Fig. 1: routed metal, one color a layer
The bar under the picture is 20 µm long. Only two layers are drawn.
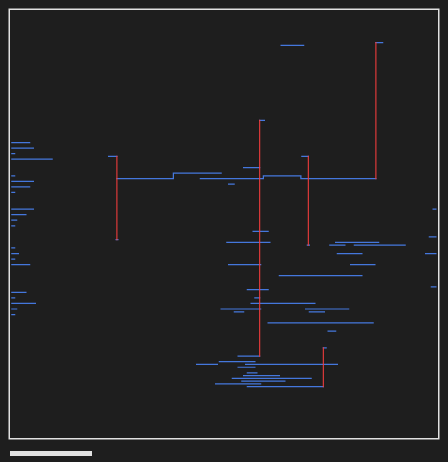
Fig. 2: selected gate families
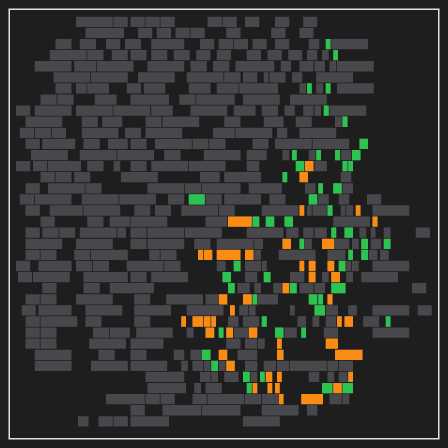
Fig. 3: register map, names as in the netlist
The bar under the picture is 20 µm long. Other sequential cells in the stronger gray, the rest of the logic in the fainter gray.
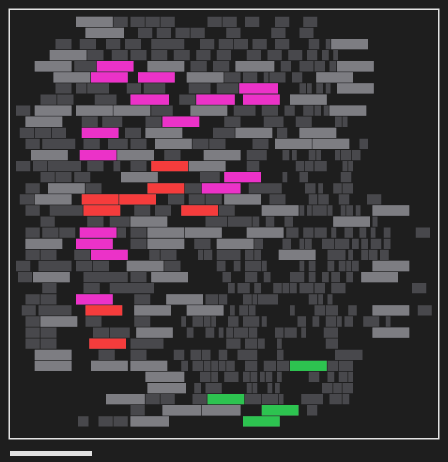
Fig. 4: routing congestion map
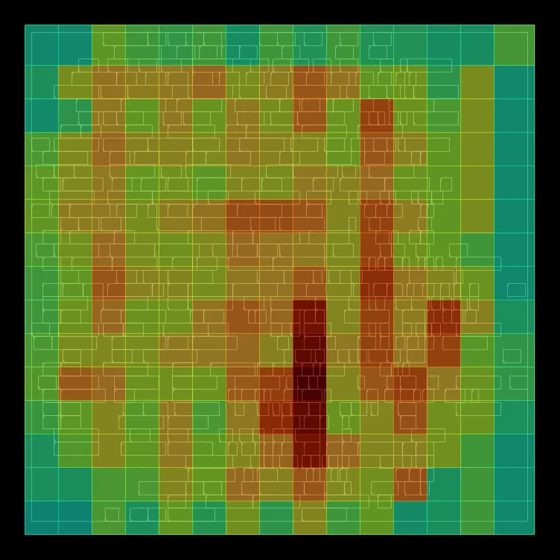
Fig. 5: cell classes on the final placement
The bar under the picture is 20 µm long.
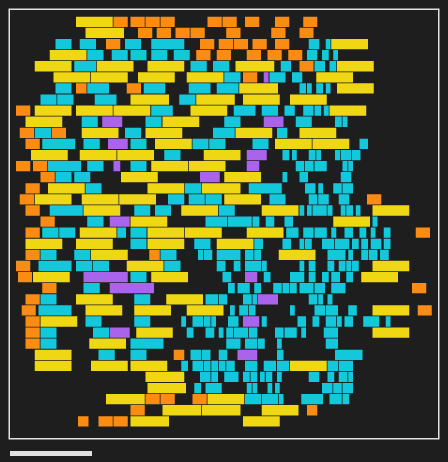
Design i2c_temp_slave_flat, sky130hd; sources not shown.
==> impl_metrics.json <==
{
  "htreeDepth": 3,
  "finClkSkew_ns": 0.00923,
  "synth_chip_area_um2": 4770,
  "top_cells_by_count": "82 x dfrtp_1, 67 x mux2_2, 25 x nand2_1",
  "cts_tree": "yes",
  "grt_pass1_wl_um": 18500,
  "grt_pass1_vias": 3433,
  "placed_area_um2": 5470,
  "status": "complete, no violations",
  "ys_cells": 398,
  "fp_util": 0.464,
  "finalPower_mw": 2.29,
  "avgSynthCellArea_um2": 12.0,
  "synthTopCellsByArea": "dfrtp_1 43%, mux2_2 16%, dfstp_2 6.6%",
  "slew_headroom": 0.339,
  "whs_path_depth": 0,
  "finalHoldWorstSlack_ns": 0.359,
  "n_antenna_cell": 0,
  "ctsRootBufferMaster": "clkbuf_8",
  "yosys_warnings": 0,
  "ctsResizeCount": 0,
  "drtAntennaViolNets": 0,
  "postSynth.asyncResetShare": 1.00
}
-- Fig. 1 (at the start) --
red -> metal 4  # wire length 143 µm
blue -> metal 3  # wire length 430 µm
WL final: 11400 µm
drt wl/cell: 19.4 µm
via count: 3441
GRT Util Overall: 0.218

-- Fig. 2 (at the start) --
orange -> nor cells  # cells 46
green -> nand cells  # cells 53
logic share of the area: 0.397
Non-Filler Instances: 590
most numerous logic cell after layout: dfrtp_1

-- Fig. 3 (at the start) --
red -> `u_core.r_shift`  # sequential cells 8, where middle left
magenta -> `u_core.o_t_low`  # sequential cells 16
green -> `u_core.r_state`  # sequential cells 4, where bottom center
not colored = 66
flop share of the area: 0.416
P_seq: 1.14 mW
total area of sequential cells: 2370 µm²
Finished Core Util: 0.553

-- Fig. 4 (at the start) --
M1 GR Usage: 0.311
GR peak layer: met2
GR Layer Usage met2: 0.344

-- Fig. 5 (at the start) --
cyan -> combinational and other logic  # cells 278
yellow -> sequential cells  # cells 94
orange -> remaining buffers and delay cells  # cells 66
purple -> clock drivers and dummy loads  # cells 16
core area: 10300 µm²
cell area after layout: 5690 µm²
Site Rows: 37

-- report_power, final --
group | internal, mW | total (mW) | switching (mW)
clock network | 0.301 | 0.592 | 0.291
logic | 0.281 | 0.562 | 0.281
registers | 0.925 | 1.14 | 0.213
total | 1.51 | 2.29 | 0.785
-- logic make-up (layout without fill, tap and decap cells) --
| family | Yosys count | in the layout | share of synthesized area |
|---|---|---|---|
| DFF | 94 | 94 | 0.497 |
| and+or+nand+nor | 110 | 110 | 0.133 |
| buffers and inverters | 32 | 88 | 0.0294 |
| adders and majority gates | 1 | 1 | 0.00262 |
| AOI/OAI and AO/OA | 72 | 72 | 0.103 |
| muxes | 87 | 87 | 0.232 |
| xor gates and xnor gates | 2 | 2 | 0.00368 |
-- routing by layer --
layer  GRT usage  share of wire  up-vias
met2       0.344           0.48       96
met3      0.0274          0.037       13
met1       0.311           0.47     1757
li1            -              -     1575
met4      0.0775          0.012        0
met5           0              0        -
-- area by class of cell --
type / count / area (µm²)
Clock buffer: 10 / 128
Clock inverter: 6 / 93.8
Fill cell: 912 / 4590
Inverter: 6 / 22.5
Multi-Input combinational cell: 272 / 2260
Sequential cell: 94 / 2370
Tap cell: 136 / 170
Timing Repair Buffer: 66 / 648
-- critical path: stages (launching register included) --
cell and delay (ns):
dfrtp_1 0.70, ha_1 0.30, nand3_2 0.14, or4_4 0.59, nor3_4 0.75, mux2_2 0.42
-- layout by cell type, fill, tap and decap left out, types with 4 or more instances in the layout --
cell type,count
mux4_2,8
clkbuf_8,9
o21ai_0,17
mux2_2,67
clkdlybuf4s50_1,61
buf_4,5
a21oi_1,12
dfstp_2,12
dfrtp_1,82
nor3_1,8
a22oi_1,14
a211oi_1,4
nor2b_1,9
nand2_1,25
nand3_1,11
inv_1,6
mux2_4,10
nor2_1,17
nand2b_1,10
nor4_1,5
Power is estimated from default activity; no workload was simulated.
